M4 wires:
Drawn at 2 px/um. Cells faint in the background.
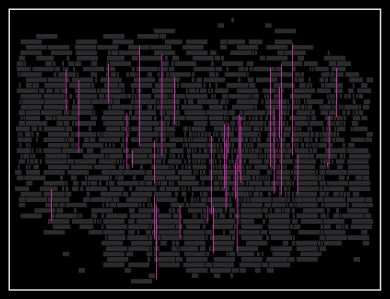
Track usage over the die:
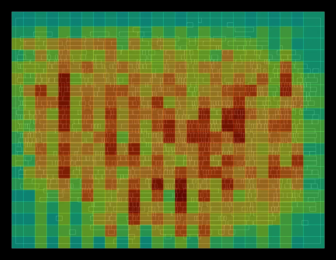
Clock wires, drivers and flops:
Drawn at 1.5 px/um.
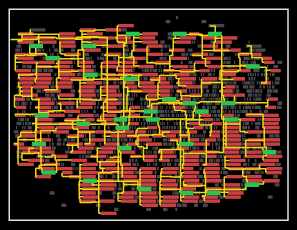
A small window of the routed layout:
Window x 129 to 149, y 25 to 45 um. Cells in grey, sequential cells in the stronger grey; small squares are vias.
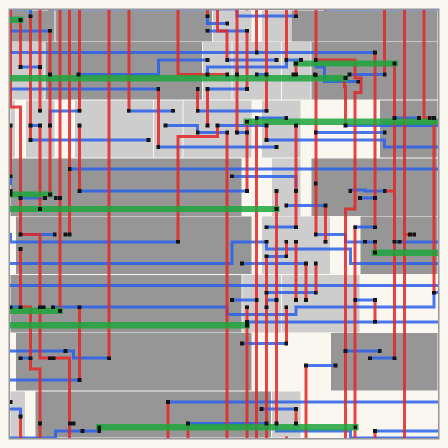
Signal wires by layer:
Drawn at 2 px/um.
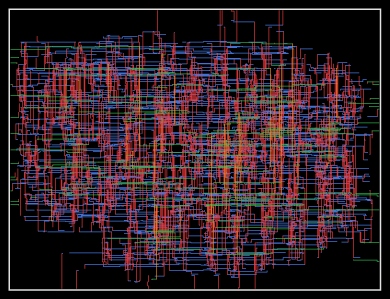
`src/rtl/a0_uart_logger_pkg.sv`:
```
// Shared types and UART framing constants for the a0 result logger.
package a0_logger_pkg;

  typedef enum logic [1:0] {
    IDLE,
    START,
    DATA,
    STOP
  } tx_state_t;

  localparam logic UART_START_BIT = 1'b0;
  localparam logic UART_STOP_BIT  = 1'b1;
  localparam int   BITS_PER_BYTE  = 8;

endpackage

```
`src/rtl/a0_uart_logger_sync_fifo.sv`:
```
// Small synchronous FIFO with occupancy count; push and pop may share an edge even when full.
module sync_fifo #(
  parameter int WIDTH = 32,
  parameter int DEPTH = 8
) (
  input  logic                   clk,
  input  logic                   rst,
  input  logic                   push,
  input  logic [WIDTH-1:0]       pushData,
  input  logic                   pop,
  output logic [WIDTH-1:0]       popData,
  output logic                   full,
  output logic                   empty,
  output logic [$clog2(DEPTH):0] count
);

  localparam int AW = $clog2(DEPTH);

  logic [WIDTH-1:0] mem [DEPTH];
  logic [AW-1:0]    wrPtr;
  logic [AW-1:0]    rdPtr;
  logic             doPush;
  logic             doPop;

  // push/pop act like valid with an implicit ready: a pop is taken only when not empty,
  // a push only when not full unless the same edge also pops.
  assign full    = (count == (AW+1)'(DEPTH));
  assign empty   = (count == '0);
  assign doPop   = pop && !empty;
  assign doPush  = push && (!full || doPop);
  assign popData = mem[rdPtr];

  always_ff @(posedge clk) begin
    if (rst) begin
      wrPtr <= '0;
      rdPtr <= '0;
      count <= '0;
    end else begin
      if (doPush) wrPtr <= wrPtr + 1'b1;
      if (doPop)  rdPtr <= rdPtr + 1'b1;
      if (doPush && !doPop)      count <= count + 1'b1;
      else if (doPop && !doPush) count <= count - 1'b1;
    end
  end

  always_ff @(posedge clk) begin
    if (doPush) mem[wrPtr] <= pushData;
  end

endmodule

```
`src/rtl/a0_uart_logger.sv`:
```
// Captures every change of the CPU a0 register into a FIFO and sends each word MSB-byte first
// over an 8N1 transmit-only UART.
module a0_uart_logger
  import a0_logger_pkg::*;
#(
  parameter int WIDTH        = 32,
  parameter int CLKS_PER_BIT = 16,
  parameter int FIFO_DEPTH   = 8
) (
  input  logic                        clk,
  input  logic                        rst,
  input  logic [WIDTH-1:0]            a0,
  output logic                        tx,
  output logic                        busy,
  output logic                        overflow,
  output logic [$clog2(FIFO_DEPTH):0] fifo_count
);

  localparam int NUM_BYTES = WIDTH / BITS_PER_BYTE;
  localparam int BYTE_W    = (NUM_BYTES > 1) ? $clog2(NUM_BYTES) : 1;
  localparam int CNT_W     = $clog2(CLKS_PER_BIT);
  localparam logic [BYTE_W-1:0] LAST_BYTE = BYTE_W'(NUM_BYTES - 1);
  localparam logic [CNT_W-1:0]  BAUD_LAST = CNT_W'(CLKS_PER_BIT - 1);
  localparam logic [2:0]        LAST_BIT  = 3'(BITS_PER_BYTE - 1);

  logic [WIDTH-1:0]  lastA0;
  logic              change;
  logic              fifoPop;
  logic              fifoFull;
  logic              fifoEmpty;
  logic [WIDTH-1:0]  fifoData;

  tx_state_t         state;
  tx_state_t         stateNext;
  logic [CNT_W-1:0]  baudCnt;
  logic              baudDone;
  logic [2:0]        bitIdx;
  logic [2:0]        bitIdxNext;
  logic [BYTE_W-1:0] byteIdx;
  logic [WIDTH-1:0]  shiftWord;
  logic [7:0]        curByte;
  logic              txNext;

  assign change   = (a0 != lastA0);
  assign baudDone = (baudCnt == BAUD_LAST);
  assign curByte  = 8'(shiftWord >> (WIDTH - BITS_PER_BYTE * (int'(byteIdx) + 1)));

  sync_fifo #(
    .WIDTH (WIDTH),
    .DEPTH (FIFO_DEPTH)
  ) u_fifo (
    .clk      (clk),
    .rst      (rst),
    .push     (change),
    .pushData (a0),
    .pop      (fifoPop),
    .popData  (fifoData),
    .full     (fifoFull),
    .empty    (fifoEmpty),
    .count    (fifo_count)
  );

  // lastA0 follows a0 even when the push is dropped, so a lost value is never retried.
  always_ff @(posedge clk) begin
    if (rst) begin
      lastA0   <= '0;
      overflow <= 1'b0;
    end else begin
      if (change) lastA0 <= a0;
      if (change && fifoFull && !fifoPop) overflow <= 1'b1;
    end
  end

  always_ff @(posedge clk) begin
    if (rst) begin
      state     <= IDLE;
      baudCnt   <= '0;
      bitIdx    <= '0;
      byteIdx   <= '0;
      shiftWord <= '0;
      tx        <= UART_STOP_BIT;
    end else begin
      state   <= stateNext;
      bitIdx  <= bitIdxNext;
      tx      <= txNext;
      baudCnt <= (state == IDLE || baudDone) ? '0 : baudCnt + 1'b1;
      if (fifoPop) begin
        shiftWord <= fifoData;
        byteIdx   <= '0;
      end else if (state == STOP && stateNext == START) begin
        byteIdx <= byteIdx + 1'b1;
      end
    end
  end

  always_comb begin
    stateNext  = state;
    bitIdxNext = bitIdx;
    case (state)
      IDLE:  if (!fifoEmpty) stateNext = START;
      START: if (baudDone) begin
        stateNext  = DATA;
        bitIdxNext = '0;
      end
      DATA:  if (baudDone) begin
        if (bitIdx == LAST_BIT) stateNext = STOP;
        else                    bitIdxNext = bitIdx + 1'b1;
      end
      STOP:  if (baudDone) stateNext = (byteIdx == LAST_BYTE) ? IDLE : START;
      default: stateNext = IDLE;
    endcase
  end

  // tx is precomputed from the next state so the line itself comes straight off a flop.
  always_comb begin
    fifoPop = (state == IDLE) && !fifoEmpty;
    busy    = (state != IDLE);
    case (stateNext)
      START:   txNext = UART_START_BIT;
      DATA:    txNext = curByte[bitIdxNext];
      default: txNext = UART_STOP_BIT;
    endcase
  end

endmodule

```
`config.mk`:
```
export PLATFORM = sky130hd
export DESIGN_NAME = a0_uart_logger
export DESIGN_NICKNAME = d
export VERILOG_FILES = /design/src/rtl/a0_uart_logger_pkg.sv /design/src/rtl/a0_uart_logger_sync_fifo.sv /design/src/rtl/a0_uart_logger.sv
export SDC_FILE = /design/constraint.sdc
export NUM_CORES = 1
export LEC_CHECK = 0
export ABC_AREA = 1
export CAP_MARGIN = 20
export CORE_ASPECT_RATIO = 0.75
export CORE_MARGIN = 2
export CORE_UTILIZATION = 56
export DETAILED_ROUTE_END_ITERATION = 10
export GPL_ROUTABILITY_DRIVEN = 1
export PLACE_DENSITY = 0.85
export SLEW_MARGIN = 20
export SYNTH_ARGS = -nofsm -noshare
export SYNTH_HDL_FRONTEND = slang
export SYNTH_SLANG_ARGS = --single-unit
```
`constraint.sdc`:
```
create_clock -name clk -period 5.5 [get_ports clk]
set_clock_uncertainty 0.2 [all_clocks]
set_input_delay 0.55 -clock clk [delete_from_list [all_inputs] [get_ports clk]]
set_output_delay 0.55 -clock clk [all_outputs]
set_load 0.01 [all_outputs]
```
==> results.cfg <==
; implementation run metrics
[yosys]
synth_chip_area_um2 = 13750
top_cell_area_share_pct = 55.93
async_flop_share_pct = 0
synth.distinct_cells = 37
yosys.stat.seqShare_pct = 68.60
yosys_warnings = 0
synth.top_cells.by_area = edfxtp_1, dfxtp_1, mux2i_1, o221ai_1, nor2_1
syn_inst = 1111
synth.avg_cell_area_um2 = 12.37
edf_count = 256
ff_type = edfxtp_1
netlist_area_um2 = 13750
ys_cells = 1111
post-synth-top-area-cell = edfxtp_1

[place]
portBuffers = 40
place_congestion = 0.8984

[timing]
setup_viol = 0
slew_headroom_pct = 28.40
setup_tns_ps = 0
min_period_ps = 3535
worst_slew_pin_slew_ps = 1074
final_hold_viol_count = 0
grt_setup_unrepaired = no
period_used_pct = 64.28
slew_viol_final = 0
clock.fmax_mhz = 282.9

[power_and_ir_drop]
comb_power_w = 0.00173
pwr-share-clk_pct = 28.8
power_frac_comb_pct = 23.7
pg_seq_w = 0.00345
seqPwrFrac_pct = 47.4
p_leak_nw = 5.460
p_sw_w = 0.002274
pg_clk_w = 0.00210
powerDensity_nw_per_um2 = 471.2
p_int_w = 0.005012
irDropWorstVdd_mv = 0.2876
switching_share_pct = 31.22

[global_route]
grt_overflow_total = 0
grt_pass1_wl_um = 46590
grt_start_max_net_pins = 79
antenna_found_initial = 1

[floorplan]
rows = 49
fp.coreArea_um2 = 24030
dieArea_um2 = 25830
fp_util_pct = 57.19
io_pins = 41
die_w_um = 184.9
die.size.y_um = 139.7

[cts]
cts_resized = 0
cts_setup_buffers = 0
cts_buffer_depth = 3
root_buffer = clkbuf_16
numCtsBuffers = 30
hold_buffers = 0
cts.sinks = 343
clk_pin_slew_ps = 60
cts_tree = done
clock.latency.late_pin_ps = 550
htreeDepth = 1

[critical_path]
cp-start-kind = input pin
arrival_ps = 3570
crit_path_max_fanout = 19
crit_type = in -> reg

[drt]
drt_wl_total_um = 29910
met1Wirelength_um = 12780
drc = 0
wl_met2_um = 13630
route.met3.wl_um = 2571
topRoutingLayerUsed = met4
routed-via-count = 8812
antenna_left = 0

[min_path]
hold_path_class = reg -> reg

[cells_and_area]
nNetsFinal = 1196
drive_gt1_share_pct = 9.308
area_growth_pct = 12.49

[job]
warning_count = 30
maxCapViolCount = 0

[run_status]
status = complete, no violations
## Picture notes: 'M4 wires'
main direction: vertical
longest straight run: 64.6 um

## Picture notes: 'track usage over the die'
Total GRT Usage: 23.41%
met3 usage: 4.815%
WL/cell: 19.91 um
met2 usage: 35.82%
fin util: 64.34%

## Picture notes: 'clock wires, drivers and flops'
legend:
  flip-flops:
    colour: red
    count: 343
  clock wires:
    colour: yellow
    length: 3390 um
  clock drivers:
    colour: green
    count: 30
routed clock nets: 31

## Picture notes: 'a small window of the routed layout'
legend:
  metal 3:
    colour: green
  metal 1:
    colour: blue
  metal 2:
    colour: red
cells with their middle in the window: 25
most frequent: edfxtp_1 (8), nor2_1 (4)
netlist names of flops here include: u_fifo.mem (8), lastA0 (2)
sequential cells in the window: 10

## Picture notes: 'signal wires by layer'
legend:
  metal 4:
    colour: orange
    wire_length: 929 um
  metal 1:
    colour: blue
    wire_length: 12800 um
  metal 2:
    colour: red
    wire_length: 13600 um
  metal 3:
    colour: green
    wire_length: 2570 um

-- through the flow --
step,cells,utilization [%],hold WS (ps),instance area (um^2),setup slack (ps)
floorplan,1111,-,217.5,13750,1392
global placement,1447,60.24,232.1,14480,1529
detailed placement,1447,60.24,236.1,14480,1443
CTS,1502,64.34,258.6,15460,1995
global route,1502,64.34,271.2,15460,1683
finish,1502,64.34,259.7,15460,1965
-- synth_stat cells, types with 3 or more instances --
cell and count:
a21oi_1 17, buf_1 4, buf_2 16, buf_4 6
buf_6 5, clkbuf_1 24, dfxtp_1 87, edfxtp_1 256
ha_1 13, inv_1 73, inv_2 5, mux2i_1 64
nand2_1 107, nand2_2 9, nand3_1 65, nor2_1 136
nor2_2 3, nor2_4 5, nor3_1 8, o21ai_0 84
o21ai_1 11, o221ai_1 64, o22ai_1 4, or2_2 8
xnor2_1 16, xor2_1 10
-- path summary, 6_finish.rpt --
path,startpoint,endpoint,slack [ps],depth (start not counted)
setup / recovery,a0[17],u_fifo.mem[5][16]$_DFFE_PP_,1960,11
hold / removal,shiftWord[19]$_SDFFE_PP0P_,shiftWord[19]$_SDFFE_PP0P_,260,2
setup reg to reg,lastA0[26]$_SDFFE_PP0P_,u_fifo.count[3]$_SDFFE_PP0P_,2380,18
hold reg to reg,shiftWord[19]$_SDFFE_PP0P_,shiftWord[19]$_SDFFE_PP0P_,260,2
-- placed cells by master, fill, tap and decap left out, types with 6 or more instances in the layout --
cell type / netlist / final
a21oi_1: 17 / 17
buf_4: 6 / 20
clkbuf_16: 0 / 31
clkdlybuf4s50_1: 0 / 39
clkinv_1: 0 / 6
clkinv_2: 0 / 7
dfxtp_1: 87 / 85
edfxtp_1: 256 / 256
ha_1: 13 / 13
inv_1: 73 / 73
mux2i_1: 64 / 64
nand2_1: 107 / 107
nand2_2: 9 / 9
nand3_1: 65 / 65
nor2_1: 136 / 132
nor2_4: 5 / 9
o21ai_0: 84 / 84
o21ai_1: 11 / 11
o221ai_1: 64 / 64
or2_2: 8 / 8
xnor2_1: 16 / 16
xor2_1: 10 / 10
-- area by class of cell --
cell class / count / area, um^2
Sequential cell: 343 / 9437
Fill cell: 1729 / 8571
Multi-Input combinational cell: 635 / 3787
Clock buffer: 36 / 794.5
Timing Repair Buffer: 60 / 545.5
Tap cell: 331 / 414.1
Inverter: 78 / 292.8
Clock inverter: 19 / 191.4
-- sequential cells by signal (all words and copies together), names as in the netlist, 2 cells and up --
signal	flops
lastA0	32
u_fifo.count	4
u_fifo.wrPtr	3
state	2
baudCnt	4
u_fifo.mem	256
shiftWord	32
bitIdx	3
u_fifo.rdPtr	3
byteIdx	2
-- cell families (layout without fill, tap and decap cells) --
group	Yosys count	in the layout	synth area share, %
compound gates	185	185	8.666
mux	64	64	4.660
flops	343	343	68.60
xor+xnor	26	26	1.657
fa+ha+maj	14	14	1.329
simple gates	346	346	10.88
buf+inv	133	193	4.214
-- worst max-delay path, cell delays in order --
cell,delay (ps)
clkdlybuf4s50_1,660
inv_1,130
or2_2,300
nand3_1,80
nor2_1,40
nand3_1,150
nor2_1,100
nand2_2,110
nand3_1,330
nor2_4,700
buf_4,400
Power is estimated from default activity; no workload was simulated.
